### src/rtl/spi_target_rx_if.sv
// rtl/spi_target_rx_if.sv - frame result bus between the SPI target front-end and register decode
//
// Purpose: carries one decoded SPI write frame (address/data pair) plus its
//          completion and error strobes.
// Signals:
//   spi_address_o  address field of the last valid frame
//   spi_data_o     data field of the last valid frame
//   is_ready       one-cycle strobe, address/data updated this cycle
//   frame_err_o    one-cycle strobe, short frame or overrun at cs_n rise
// Modports: master = spi_target_rx (drives), slave = register decode (consumes).

interface spi_target_rx_if #(
   parameter int ADDR_W = 4,
   parameter int DATA_W = 12
);
   logic [ADDR_W-1:0] spi_address_o;
   logic [DATA_W-1:0] spi_data_o;
   logic              is_ready;
   logic              frame_err_o;

   modport master (
      output spi_address_o,
      output spi_data_o,
      output is_ready,
      output frame_err_o
   );

   modport slave (
      input spi_address_o,
      input spi_data_o,
      input is_ready,
      input frame_err_o
   );
endinterface

### src/rtl/spi_target_rx.sv
// rtl/spi_target_rx.sv - SPI mode-0 target: pin synchronisers, 16-bit write deserialiser, status readback
//
// Purpose: synchronises sclk/cs_n/mosi into clk, deserialises ADDR_W+DATA_W bit
//          write frames MSB first, and shifts status_i out on MISO during the
//          same frame.
// Ports:
//   clk, rst_n            system clock, asynchronous active-low reset
//   sclk_i, cs_n_i, mosi_i  asynchronous SPI pins
//   status_i              readback word, captured at cs_n fall
//   miso_o, miso_oe_o     SPI data out and its output enable
//   bus (master)          decoded frame: spi_address_o, spi_data_o, is_ready, frame_err_o

module spi_target_rx #(
   parameter int ADDR_W      = 4,
   parameter int DATA_W      = 12,
   parameter int SYNC_STAGES = 2
) (
   input  logic         clk,
   input  logic         rst_n,
   input  logic         sclk_i,
   input  logic         cs_n_i,
   input  logic         mosi_i,
   input  logic [15:0]  status_i,
   output logic         miso_o,
   output logic         miso_oe_o,
   spi_target_rx_if.master bus
);
   localparam int FRAME_W = ADDR_W + DATA_W;
   localparam int ARM_W   = $clog2(SYNC_STAGES + 1);
   localparam logic [4:0] LAST_BIT = 5'(FRAME_W - 1);
   localparam logic [ARM_W-1:0] ARM_FLUSH = ARM_W'(SYNC_STAGES);

   localparam logic [1:0] ST_ARM   = 2'd0;
   localparam logic [1:0] ST_IDLE  = 2'd1;
   localparam logic [1:0] ST_SHIFT = 2'd2;
   localparam logic [1:0] ST_HOLD  = 2'd3;

   // ---------------- synchronisers and edge detect ----------------
   logic [SYNC_STAGES-1:0] sclk_sync;
   logic [SYNC_STAGES-1:0] mosi_sync;
   logic [SYNC_STAGES-1:0] cs_sync;
   logic                   sclk_prev;
   logic                   cs_prev;

   always_ff @(posedge clk or negedge rst_n) begin
      if (!rst_n) begin
         sclk_sync <= '0;
         mosi_sync <= '0;
         cs_sync   <= '1;
         sclk_prev <= 1'b0;
         cs_prev   <= 1'b1;
      end else begin
         sclk_sync <= {sclk_sync[SYNC_STAGES-2:0], sclk_i};
         mosi_sync <= {mosi_sync[SYNC_STAGES-2:0], mosi_i};
         cs_sync   <= {cs_sync[SYNC_STAGES-2:0], cs_n_i};
         sclk_prev <= sclk_sync[SYNC_STAGES-1];
         cs_prev   <= cs_sync[SYNC_STAGES-1];
      end
   end

   logic sclk_s, mosi_s, cs_n_s;
   logic sclk_rise, sclk_fall, cs_rise, cs_fall;

   assign sclk_s    = sclk_sync[SYNC_STAGES-1];
   assign mosi_s    = mosi_sync[SYNC_STAGES-1];
   assign cs_n_s    = cs_sync[SYNC_STAGES-1];
   assign sclk_rise = sclk_s & ~sclk_prev;
   assign sclk_fall = ~sclk_s & sclk_prev;
   assign cs_rise   = cs_n_s & ~cs_prev;
   assign cs_fall   = ~cs_n_s & cs_prev;

   // ---------------- frame FSM ----------------
   logic [1:0]         state;
   logic [ARM_W-1:0]   arm_cnt;
   logic [4:0]         bit_cnt;
   // Only FRAME_W-1 bits are stored: the final bit is taken straight from
   // mosi_s on the last rise, so the full word never needs to be registered.
   logic [FRAME_W-2:0] shift_in;
   logic [FRAME_W-1:0] shift_next;
   logic [15:0]        tx_shift;
   logic               overrun;

   assign shift_next = {shift_in, mosi_s};
   // tx_shift is zero whenever the frame is inactive, so its MSB is MISO directly.
   assign miso_o     = tx_shift[15];

   always_ff @(posedge clk or negedge rst_n) begin
      if (!rst_n) begin
         state             <= ST_ARM;
         arm_cnt           <= '0;
         bit_cnt           <= '0;
         shift_in          <= '0;
         tx_shift          <= '0;
         overrun           <= 1'b0;
         miso_oe_o         <= 1'b0;
         bus.spi_address_o <= '0;
         bus.spi_data_o    <= '0;
         bus.is_ready      <= 1'b0;
         bus.frame_err_o   <= 1'b0;
      end else begin
         bus.is_ready    <= 1'b0;
         bus.frame_err_o <= 1'b0;
         case (state)
            ST_ARM: begin
               // The cs_n synchroniser resets high, so its output means nothing
               // until the real pin has propagated through every stage.
               if (arm_cnt != ARM_FLUSH) begin
                  arm_cnt <= arm_cnt + 1'b1;
               end else if (cs_n_s) begin
                  state <= ST_IDLE;
               end
            end
            ST_IDLE: begin
               if (cs_fall) begin
                  bit_cnt   <= '0;
                  shift_in  <= '0;
                  tx_shift  <= status_i;
                  miso_oe_o <= 1'b1;
                  state     <= ST_SHIFT;
               end
            end
            ST_SHIFT: begin
               // cs_n rise wins over a coincident sclk edge.
               if (cs_rise) begin
                  bus.frame_err_o <= 1'b1;
                  tx_shift        <= '0;
                  miso_oe_o       <= 1'b0;
                  state           <= ST_IDLE;
               end else if (sclk_rise) begin
                  shift_in <= shift_next[FRAME_W-2:0];
                  bit_cnt  <= bit_cnt + 1'b1;
                  if (bit_cnt == LAST_BIT) begin
                     bus.spi_address_o <= shift_next[FRAME_W-1:DATA_W];
                     bus.spi_data_o    <= shift_next[DATA_W-1:0];
                     bus.is_ready      <= 1'b1;
                     state             <= ST_HOLD;
                  end
               end else if (sclk_fall) begin
                  tx_shift <= {tx_shift[14:0], 1'b0};
               end
            end
            default: begin // ST_HOLD
               if (cs_rise) begin
                  bus.frame_err_o <= overrun;
                  overrun         <= 1'b0;
                  tx_shift        <= '0;
                  miso_oe_o       <= 1'b0;
                  state           <= ST_IDLE;
               end else if (sclk_rise) begin
                  overrun <= 1'b1;
               end
            end
         endcase
      end
   end
endmodule

### src/flat_wrapper.sv
// flat-port wrapper written by rule: the top's interface ports become plain ports
module spi_target_rx_flat 
#(
   parameter int ADDR_W      = 4,
   parameter int DATA_W      = 12,
   parameter int SYNC_STAGES = 2
)
  (clk, rst_n, sclk_i, cs_n_i, mosi_i, status_i, miso_o, miso_oe_o, bus_spi_address_o, bus_spi_data_o, bus_is_ready, bus_frame_err_o);
  spi_target_rx_if #(.ADDR_W(ADDR_W), .DATA_W(DATA_W)) bus_i ();
  input  logic clk;
  input  logic rst_n;
  input  logic sclk_i;
  input  logic cs_n_i;
  input  logic mosi_i;
  input  logic [15:0] status_i;
  output logic miso_o;
  output logic miso_oe_o;
  output wire logic [$bits(bus_i.spi_address_o)-1:0] bus_spi_address_o;
  output wire logic [$bits(bus_i.spi_data_o)-1:0] bus_spi_data_o;
  output wire logic [$bits(bus_i.is_ready)-1:0] bus_is_ready;
  output wire logic [$bits(bus_i.frame_err_o)-1:0] bus_frame_err_o;
  assign bus_spi_address_o = bus_i.spi_address_o;
  assign bus_spi_data_o = bus_i.spi_data_o;
  assign bus_is_ready = bus_i.is_ready;
  assign bus_frame_err_o = bus_i.frame_err_o;
  spi_target_rx #(.ADDR_W(ADDR_W), .DATA_W(DATA_W), .SYNC_STAGES(SYNC_STAGES)) u_core (.clk(clk), .rst_n(rst_n), .sclk_i(sclk_i), .cs_n_i(cs_n_i), .mosi_i(mosi_i), .status_i(status_i), .miso_o(miso_o), .miso_oe_o(miso_oe_o), .bus(bus_i));
endmodule
### config.mk
export PLATFORM = sky130hd
export DESIGN_NAME = spi_target_rx_flat
export DESIGN_NICKNAME = d
export VERILOG_FILES = /design/src/rtl/spi_target_rx_if.sv /design/src/rtl/spi_target_rx.sv /design/src/flat_wrapper.sv
export SDC_FILE = /design/constraint.sdc
export NUM_CORES = 1
export LEC_CHECK = 0
export CAP_MARGIN = 20
export CORE_MARGIN = 3
export CORE_UTILIZATION = 50
export DETAILED_ROUTE_END_ITERATION = 7
export PLACE_DENSITY = 0.74
export SLEW_MARGIN = 20
export SYNTH_ARGS = -nofsm -noshare
export SYNTH_HDL_FRONTEND = slang
export SYNTH_SLANG_ARGS = --single-unit
### constraint.sdc
create_clock -name clk -period 3.4 [get_ports clk]
set_input_delay 1.02 -clock clk [delete_from_list [all_inputs] [get_ports clk]]
set_output_delay 1.02 -clock clk [all_outputs]
set_load 0.005 [all_outputs]
### M1 wires, run 1

(3 px per um) Supply wires on this layer in gray.
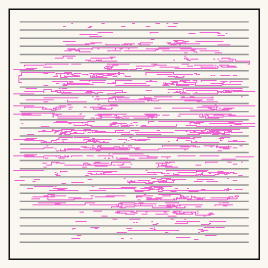
The layer carries 2770 um of wire. The layer holds 50% of the routed length. The longest straight run is 22.5 um.

### Met3 routing, run 1

(6 px per um) Cells faint in the background.
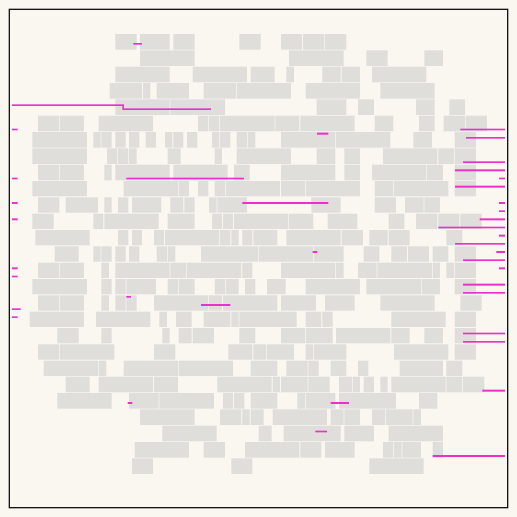
The layer holds 3.6% of the routed length. The layer carries 197 um of wire.
total number of vias: 1970
final wirelength: 5495 um
routing usage on met3: 0.04167

### Clock wiring as the flow saved it, run 1

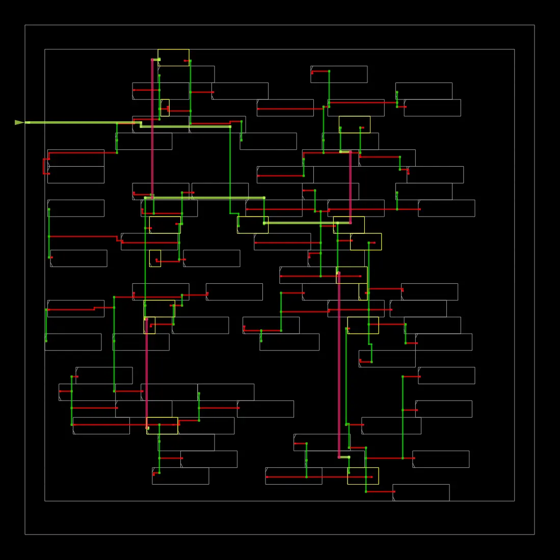
skew final: 0.005514 ns
seq_cells: 68

==> results.cfg, run 1 <==
; synthesis and place-and-route metrics
[run_status]
status = finished clean

[yosys]
synth.logic.top_family = AND-OR/OR-AND gates
ys.warnings.count = 0
floorplan.nets = 268
postSynthRegisterBits = 68
synthAdderAreaFrac = 0.02967
enable_flop_cells = 0
syn-cell-area_mm2 = 0.002952
yosys.stat.seqShare = 0.5778
post_synth_xor_area_fraction = 0.002967
simple_gate_share = 0.07630
synthesis.instances = 240
yosysUniqueCellTypes = 38
synthArstFlopShare = 1.000
synthAoiAreaFrac = 0.1895
dominantRegCellSynth = sky130_fd_sc_hd__dfrtp_1
yosys-stat-area_mm2 = 0.002952

[final_layout]
fin_cells = 356
sh_seq_area = 0.4794
logic_area_mm2 = 0.001136
comb_cells = 151
area_dominant_class = sequential cells
layout.cells.most_common_list = sky130_fd_sc_hd__dfrtp_1 (65), sky130_fd_sc_hd__clkdlybuf4s50_1 (39), sky130_fd_sc_hd__o21ai_0 (38), sky130_fd_sc_hd__nand2_1 (20)
insertedDiodeCount = 0
nNonClkInverters = 7
syn2layout_area_growth_pct = 20.52
clock_cell_area_share = 0.04748
lay_top_count = sky130_fd_sc_hd__dfrtp_1
final_util = 0.6343
drive_gt1_frac = 0.1585
design.final.nets = 308
comb_area_share = 0.3194
layout.filler_cells = 465
bufAreaShareNonClock = 0.1210
final.signal_buffer_count = 43

[placement]
detailed_place.area_mm2 = 0.003388
cells_after_dpl = 341
placement.io_buffers = 40
dp_slack_ns = 0.9652
place_hpwl_um = 3601
gpl.final_weighted_congestion = 0.7706

[power]
power.share.switching = 0.3491
power_density_mw_per_mm2 = 641.0
pg_comb_uw = 732
clkPwrFrac = 0.252
overall_power_of_the_completed_layout_mw = 2.280
ir_drop_mv = 0.3077
sequential_power_share = 0.427
power.internal_mw = 1.484
power.net_switching_uw = 796.0
power.clock.total_uw = 575
sequential_power_uw = 973

[global_route]
gr-total-overflow = 0
largest_net_degree_at_the_start_of_global_routing = 39
initial_antenna_violation_count = 0
groute.usage.overall = 0.1766
first_pass_grt_wire_length_um = 9887

[worst_setup_path]
crit_family = adder cells
worst_setup_path_end_kind = flop
cell_depth_of_the_worst_flop_to_flop_path = 5
worst_setup_path_category = reg2reg
crit_end = u_core.shift_in[0]
critPathBufInv = 1
worstSetupStartpointType = flop
cpMaxStageDelayCell = sky130_fd_sc_hd__ha_1
rrSetupSlack_ns = 0.98
crit_start = u_core.state[1]
timing.rr.start = u_core.state[1]
path_cells = inv_1, ha_1, a21bo_4, or2_1, o21ai_0
cp_num_cells = 5
worst_r2r_endpoint = u_core.shift_in[0]

[floorplanning]
placeableCoreArea_mm2 = 0.005608
die_width_um = 82.83
core_util_at_fp = 0.5263
die-height_um = 82.83
boundaryPins = 41
fp-row-count = 27
die_area_mm2 = 0.006861

[routing]
drt_iter0_markers = 90
drt-pass1-iter-count = 4
drc = 0
via_per_inst = 5.534
avgRoutedWirePerCell_um = 15.44
drtAntennaViolNets = 0

[timing]
rsz_0062_raised_after_global_routing = no
setup_slack_ns = 0.9798
timing.final.crit_share = 0.7118
maxClockFrequency_mhz = 413.2
setup_tns_ns = 0
pin_slew_with_the_least_headroom_to_its_limit_ns = 0.8193
final-hold-violation-count = 0
hold_slack_ns = 0.3521
slew_headroom = 0.4538
final.min_clock_period_ns = 2.420

[clocking]
cts_setup_buffers = 0
worst_skew_pair.late_latency_ns = 0.33
clock_path_buffers = 2
cts.root.buffer_cell = sky130_fd_sc_hd__clkbuf_8
cts_tree = done
clk_pin_slew_worst_paths_ns = 0.06
cts_buffers = 9
postCtsResizedCells = 0
cts_num_sinks = 68

[min_path]
hold_end = u_core.sclk_sync[1]
worstHoldStart = u_core.sclk_sync[0]
hold_class = reg2reg
whs_path_depth = 0

[job]
maxCapViolCount = 0
[run 1: cells in the mapped netlist, drive strengths merged, types with 3 or more instances]
library cell / number / area, um2
dfrtp: 65 / 1627
o21ai: 38 / 190.2
nand2: 21 / 86.33
mux2: 16 / 195.2
a22oi: 15 / 112.6
o2bb2ai: 15 / 131.4
buf: 7 / 56.30
clkbuf: 7 / 27.52
ha: 7 / 87.58
inv: 7 / 26.28
mux2i: 6 / 60.06
nand2b: 6 / 52.55
a21oi: 3 / 15.01
dfstp: 3 / 78.83
nor2b: 3 / 18.77
o211ai: 3 / 27.52
[run 1: per-layer routing]
layer	vias to the layer above	global-route usage	routed length, um
li1	941	-	-
met1	977	0.2526	2766
met2	44	0.2536	2449
met3	8	0.04167	197
met4	0	0.08470	81
met5	-	0	0
--- run 2 (diff from run 1) ---
==> constraint.sdc (replaced) <==
create_clock -name clk -period 2.4 [get_ports clk]
set_input_delay 0.72 -clock clk [delete_from_list [all_inputs] [get_ports clk]]
set_output_delay 0.72 -clock clk [all_outputs]
set_load 0.005 [all_outputs]
### M1 wires, run 2

(3 px per um) Supply wires on this layer in gray.
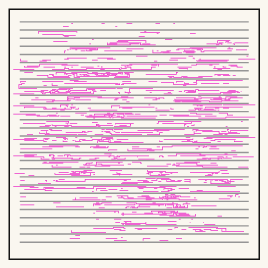
final wirelength: 5483 um
met1 Usage GRT: 0.2436
total number of vias: 1971

### Clock wiring as the flow saved it, run 2

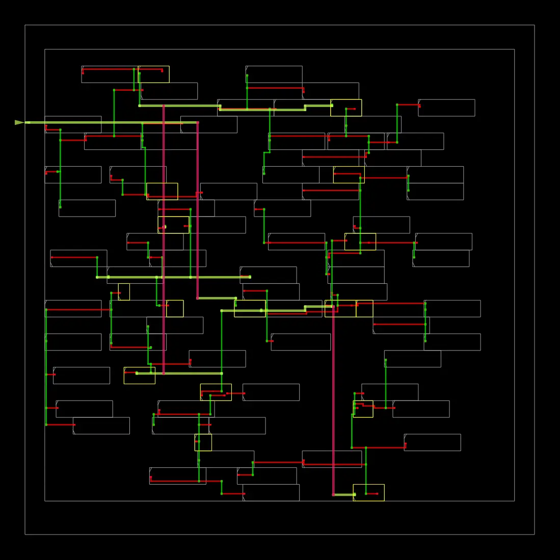
skew final: 0.01215 ns
Inserted Clock Buffers: 9
Sinks on Clock Net: 68

==> run 2 against run 1 <==
  * Combinational power grew 42%
  * Die size is the same
  * Largest cell class unchanged
  * Cell count grew 0.56%
  * Critical endpoint is now u_core.bit_cnt[3]
  * Final area grew 0.74%
  * Clock-buffer cell count shrank 2
  * Clock skew grew 0.0066 ns
  * Global-route usage shrank 0.36 points
  * Via count is essentially flat
  * Power grew 44%
  * Routed wire length shrank 0.22%
==> results.cfg, run 2 <==
; synthesis and place-and-route metrics
[timing]
final.min_clock_period_ns = 2.099
setup_slack_ns = 0.3014
final_max_slew_viol_count = 0
timing.final.crit_share = 0.8744
hold_slack_ns = 0.3612
slew_headroom = 0.4922
setup_tns_ns = 0
final-hold-violation-count = 0
rsz_0062_raised_after_global_routing = no
maxClockFrequency_mhz = 476.5
pin_slew_with_the_least_headroom_to_its_limit_ns = 0.7616
setup_viol = 0

[routing]
drt_iter0_markers = 118
via_per_inst = 5.506
drt-pass1-iter-count = 4
drc = 0
avgRoutedWirePerCell_um = 15.32
drtAntennaViolNets = 0

[run_status]
status = finished clean

[power]
power.internal_mw = 2.115
power.share.switching = 0.3566
sequential_power_share = 0.419
power_density_mw_per_mm2 = 917.6
ir_drop_mv = 0.5695
overall_power_of_the_completed_layout_mw = 3.288
dominant_power_group = registers
clkPwrFrac = 0.265
sequential_power_mw = 1.38
p_leak_nw = 1.609
pg_comb_mw = 1.04
power.clock.total_uw = 872
power.net_switching_mw = 1.173
combPwrFrac = 0.316

[clocking]
worst_skew_pair.late_latency_ns = 0.35
ctsHtreeMaxLevel = 3
ctsHoldBuffers = 0
cts_tree = done
postCtsResizedCells = 0
clk_pin_slew_worst_paths_ns = 0.07
clock_path_buffers = 2
cts_setup_buffers = 0
cts.root.buffer_cell = sky130_fd_sc_hd__clkbuf_8

[final_layout]
final_util = 0.6390
drive_gt1_frac = 0.1713
lay_top_count = sky130_fd_sc_hd__dfrtp_1
largest_register_ffs = 16
layout.filler_cells = 470
design.final.nets = 309
largest_registers = u_core.tx_shift x16, u_core.shift_in x15, u_core.bus.spi_data_o x12
layout.cells.most_common_list = sky130_fd_sc_hd__dfrtp_1 (65), sky130_fd_sc_hd__clkdlybuf4s50_1 (39), sky130_fd_sc_hd__o21ai_0 (38), sky130_fd_sc_hd__nand2_1 (20)
flop_area_mm2 = 0.001705
fin_cells = 358
registers.top_by_ff_count = u_core.tx_shift
design_area_mm2 = 0.003583
logic_area_mm2 = 0.001136
insertedDiodeCount = 0
syn2layout_area_growth_pct = 21.41

[yosys]
top_area_cell_share = 0.5511
synthAoiAreaFrac = 0.1895
post_synth_xor_area_fraction = 0.002967
yosys-top-cells-count = sky130_fd_sc_hd__dfrtp_1 (65), sky130_fd_sc_hd__o21ai_0 (38), sky130_fd_sc_hd__nand2_1 (20)
synthAdderAreaFrac = 0.02967
synthesis.instances = 240
yosys-mux-area-fraction = 0.08648
syn-cell-area_mm2 = 0.002952
yosys-stat-area_mm2 = 0.002952
synth.logic.top_family = AND-OR/OR-AND gates
syn_area_per_cell_um2 = 12.30
synthArstFlopShare = 1.000
dominantRegCellSynth = sky130_fd_sc_hd__dfrtp_1
simple_gate_share = 0.07630
top_area_cell = sky130_fd_sc_hd__dfrtp_1
yosys.stat.seqShare = 0.5778
synth.top_cells.by_area = sky130_fd_sc_hd__dfrtp_1 (55%), sky130_fd_sc_hd__o21ai_0 (6.4%), sky130_fd_sc_hd__mux2_2 (4.6%)
ys.warnings.count = 0
synth-cells-yosys = 240
floorplan.nets = 268
postSynthRegisterBits = 68
enable_flop_cells = 0
synth_top_cell_by_count = sky130_fd_sc_hd__dfrtp_1
yosysUniqueCellTypes = 38

[worst_setup_path]
cpPeakStageDelay_ns = 0.48
cpMaxStageDelayCell = sky130_fd_sc_hd__or2_1
cp_num_cells = 5
worstSetupStartpointType = flop
crit_arrival_ns = 2.35
crit_end = u_core.bit_cnt[3]
crit_family = AND-OR/OR-AND gates
worst_r2r_endpoint = u_core.bit_cnt[3]
path_cells = inv_1, ha_1, a21bo_4, or2_1, o311ai_4
worstPathRequired_ns = 2.65
cell_depth_of_the_worst_flop_to_flop_path = 5
worst_setup_path_end_kind = flop
worst_setup_path_category = reg2reg
rrSetupSlack_ns = 0.30
worst-path-max-fanout = 20
critPathBufInv = 1
timing.rr.start = u_core.state[0]
crit_start = u_core.state[0]

[floorplanning]
boundaryPins = 41
die-height_um = 82.83
placeableCoreArea_mm2 = 0.005608
core_util_at_fp = 0.5263
fp-row-count = 27
die_area_mm2 = 0.006861
die_width_um = 82.83

[min_path]
worstHoldStart = u_core.mosi_sync[0]
hold_end = u_core.mosi_sync[1]
hold_class = reg2reg
whs_path_depth = 0

[job]
maxCapViolCount = 0
warning_count = 29

[global_route]
grt_pass1_vias = 2035
initial_antenna_violation_count = 0
largest_net_degree_at_the_start_of_global_routing = 69
gr-total-overflow = 0
first_pass_grt_wire_length_um = 9639
groute.usage.overall = 0.1730

[placement]
detailed_place.area_mm2 = 0.003396
gpl.final_weighted_congestion = 0.7748
placement.io_buffers = 40
dp_slack_ns = 0.3078
cells_after_dpl = 342
place_hpwl_um = 3441
==> run 2: cell types whose count changed in the layout (fill, tap and decap cells not counted), sizes merged <==
cell and delta:
clkinvlp +3, buf +1, clkbuf -2
==> run 2: routing by layer <==
layer / wire length (um) / up-vias / share of wire / track usage
met5: 0 / - / 0 / 0
met2: 2352 / 56 / 0.43 / 0.2478
li1: - / 945 / - / -
met1: 2741 / 963 / 0.50 / 0.2436
met3: 286 / 7 / 0.052 / 0.05258
met4: 102 / 0 / 0.019 / 0.07578
==> run 2: layout make-up <==
| type | count | share of cell area |
|---|---|---|
| well taps | 72 | 0.02514 |
| clock buffers | 11 | 0.04225 |
| multi-input cells | 151 | 0.3170 |
| inverters | 7 | 0.007332 |
| flip-flops and latches | 68 | 0.4759 |
| clock inverters | 5 | 0.01013 |
| repair buffers | 44 | 0.1222 |
--- run 3 (diff from run 2) ---
--- a/config.mk
+++ b/config.mk
@@ -9,7 +9,9 @@
 export CORE_MARGIN = 3
 export CORE_UTILIZATION = 50
 export DETAILED_ROUTE_END_ITERATION = 7
+export HOLD_SLACK_MARGIN = 0.06
 export PLACE_DENSITY = 0.74
+export SKIP_CTS_REPAIR_TIMING = 1
 export SLEW_MARGIN = 20
 export SYNTH_ARGS = -nofsm -noshare
 export SYNTH_HDL_FRONTEND = slang
### Met3 routing, run 3

(6 px per um) Cells faint in the background.
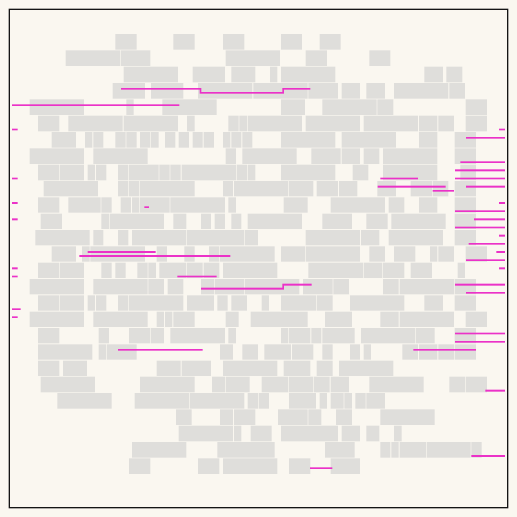
The longest straight run is 27.6 um. The wires run mostly horizontal.

### Local utilization, run 3

(4 px per um) 8 x 8 tiles, from white (low) to dark blue (high), 0 to 100% covered.
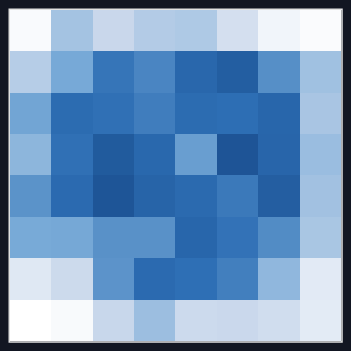
The mean over all tiles is 51%. The emptiest ninth of the die: south-west. 1.6% of the tiles are nearly empty. The densest ninth of the die: center. 25% of the tiles are over 75% full.
post-layout utilization of the core: 0.6390
Core Util at FP: 0.5263

==> run 3 against run 2 <==
  * Maximum frequency unchanged
  * Critical path depth unchanged
  * Clock power about the same
  * Register-to-register slack about the same
  * Critical endpoint unchanged
  * Core utilization unchanged
  * Highest routed layer unchanged
  * Largest cell class unchanged
  * Power unchanged
==> results.cfg, run 3 <==
; synthesis and place-and-route metrics
[power]
sequential_power_share = 0.419
pg_comb_mw = 1.04
sequential_power_mw = 1.38
combPwrFrac = 0.316
ir_drop_mv = 0.5695
power.clock.total_uw = 872
p_leak_nw = 1.609
power.share.switching = 0.3566
power.internal_mw = 2.115
power.net_switching_mw = 1.173
clkPwrFrac = 0.265
overall_power_of_the_completed_layout_mw = 3.288
power_density_mw_per_mm2 = 917.6
dominant_power_group = registers

[yosys]
synthesis.instances = 240
syn_area_per_cell_um2 = 12.30
syn-cell-area_mm2 = 0.002952
enable_flop_cells = 0
floorplan.nets = 268
synthArstFlopShare = 1.000
dominantRegCellSynth = sky130_fd_sc_hd__dfrtp_1
synth_top_cell_by_count = sky130_fd_sc_hd__dfrtp_1
yosys-top-cells-count = sky130_fd_sc_hd__dfrtp_1 (65), sky130_fd_sc_hd__o21ai_0 (38), sky130_fd_sc_hd__nand2_1 (20)
yosys-stat-area_mm2 = 0.002952
synth-cells-yosys = 240
top_area_cell = sky130_fd_sc_hd__dfrtp_1
synth.top_cells.by_area = sky130_fd_sc_hd__dfrtp_1 (55%), sky130_fd_sc_hd__o21ai_0 (6.4%), sky130_fd_sc_hd__mux2_2 (4.6%)
ys.warnings.count = 0
yosys.stat.seqShare = 0.5778
top_area_cell_share = 0.5511
postSynthRegisterBits = 68
yosysUniqueCellTypes = 38

[final_layout]
layout.filler_cells = 470
design_area_mm2 = 0.003583
insertedDiodeCount = 0
registers.top_by_ff_count = u_core.tx_shift
fin_cells = 358
design.final.nets = 309
layout.cells.most_common_list = sky130_fd_sc_hd__dfrtp_1 (65), sky130_fd_sc_hd__clkdlybuf4s50_1 (39), sky130_fd_sc_hd__o21ai_0 (38), sky130_fd_sc_hd__nand2_1 (20)
syn2layout_area_growth_pct = 21.41
largest_register_ffs = 16
largest_registers = u_core.tx_shift x16, u_core.shift_in x15, u_core.bus.spi_data_o x12
drive_gt1_frac = 0.1713
lay_top_count = sky130_fd_sc_hd__dfrtp_1

[worst_setup_path]
crit_family = AND-OR/OR-AND gates
cp_num_cells = 5
worstPathRequired_ns = 2.65
cpPeakStageDelay_ns = 0.48
worst_setup_path_end_kind = flop
worstSetupStartpointType = flop
critPathBufInv = 1
cpMaxStageDelayCell = sky130_fd_sc_hd__or2_1
crit_end = u_core.bit_cnt[3]
worst-path-max-fanout = 20
cell_depth_of_the_worst_flop_to_flop_path = 5
worst_setup_path_category = reg2reg
rrSetupSlack_ns = 0.30
crit_arrival_ns = 2.35
path_cells = inv_1, ha_1, a21bo_4, or2_1, o311ai_4
timing.rr.start = u_core.state[0]
worst_r2r_endpoint = u_core.bit_cnt[3]
crit_start = u_core.state[0]

[placement]
placement.io_buffers = 40
gpl.final_weighted_congestion = 0.7748
cells_after_dpl = 342
dp_slack_ns = 0.3078
detailed_place.area_mm2 = 0.003396
place_hpwl_um = 3441

[clocking]
ctsHtreeMaxLevel = 3
clock_path_buffers = 2
worst_skew_pair.late_latency_ns = 0.35
cts.root.buffer_cell = sky130_fd_sc_hd__clkbuf_8
cts_buffers = 9
cts_num_sinks = 68
cts_tree = done
clk_pin_slew_worst_paths_ns = 0.07

[global_route]
grtUsageMet1 = 0.2436
groute.usage.overall = 0.1730
initial_antenna_violation_count = 0
grt_pass1_vias = 2035
grtUsageMet3 = 0.05258
largest_net_degree_at_the_start_of_global_routing = 69
use_met2 = 0.2478
grt.busiest_layer = met2
gr-total-overflow = 0
first_pass_grt_wire_length_um = 9639

[timing]
setup_slack_ns = 0.3014
setup_tns_ns = 0
final.min_clock_period_ns = 2.099
timing.final.crit_share = 0.8744
pin_slew_with_the_least_headroom_to_its_limit_ns = 0.7616
slew_headroom = 0.4922
setup_viol = 0
rsz_0062_raised_after_global_routing = no
maxClockFrequency_mhz = 476.5
hold_slack_ns = 0.3612
final_max_slew_viol_count = 0
final-hold-violation-count = 0
worst_clock_skew_ns = 0.01215

[routing]
top_metal_used = met4
via_per_inst = 5.506
finalWirelength_um = 5483
drtAntennaViolNets = 0
drt-pass1-iter-count = 4
wl_met3_um = 286
met2WireLength_um = 2352
met1Wirelength_um = 2741
total_number_of_vias = 1971
drt_iter0_markers = 118
drc = 0
avgRoutedWirePerCell_um = 15.32

[floorplanning]
fp-row-count = 27
die_area_mm2 = 0.006861
die-height_um = 82.83
placeableCoreArea_mm2 = 0.005608
die_width_um = 82.83
boundaryPins = 41

[min_path]
worstHoldStart = u_core.mosi_sync[0]
whs_path_depth = 0
hold_class = reg2reg
hold_end = u_core.mosi_sync[1]

[job]
warning_count = 29
maxCapViolCount = 0

[run_status]
status = finished clean
[run 3: cell counts in the layout (fill, tap and decap cells not counted)]
Identical to the previous run, type by type.
[run 3: cell families after synthesis]
logic type / Yosys count / share of synthesized area
AND-OR/OR-AND: 80 / 0.1895
flip-flops: 68 / 0.5778
AND/OR/NAND/NOR: 41 / 0.07631
XOR/XNOR: 1 / 0.002968
multiplexers: 22 / 0.08648
adder cells (fa/ha/maj): 7 / 0.02967
buffers and inverters: 21 / 0.03730
[run 3: cell type report]
class | count | area (um2) | share of cell area
clock inverters | 5 | 36.28 | 0.01013
inverters | 7 | 26.28 | 0.007332
multi-input cells | 151 | 1136 | 0.3170
clock buffers | 11 | 151.4 | 0.04225
repair buffers | 44 | 437.9 | 0.1222
well taps | 72 | 90.09 | 0.02514
flip-flops and latches | 68 | 1705 | 0.4759
Power and IR drop assume default switching activity.
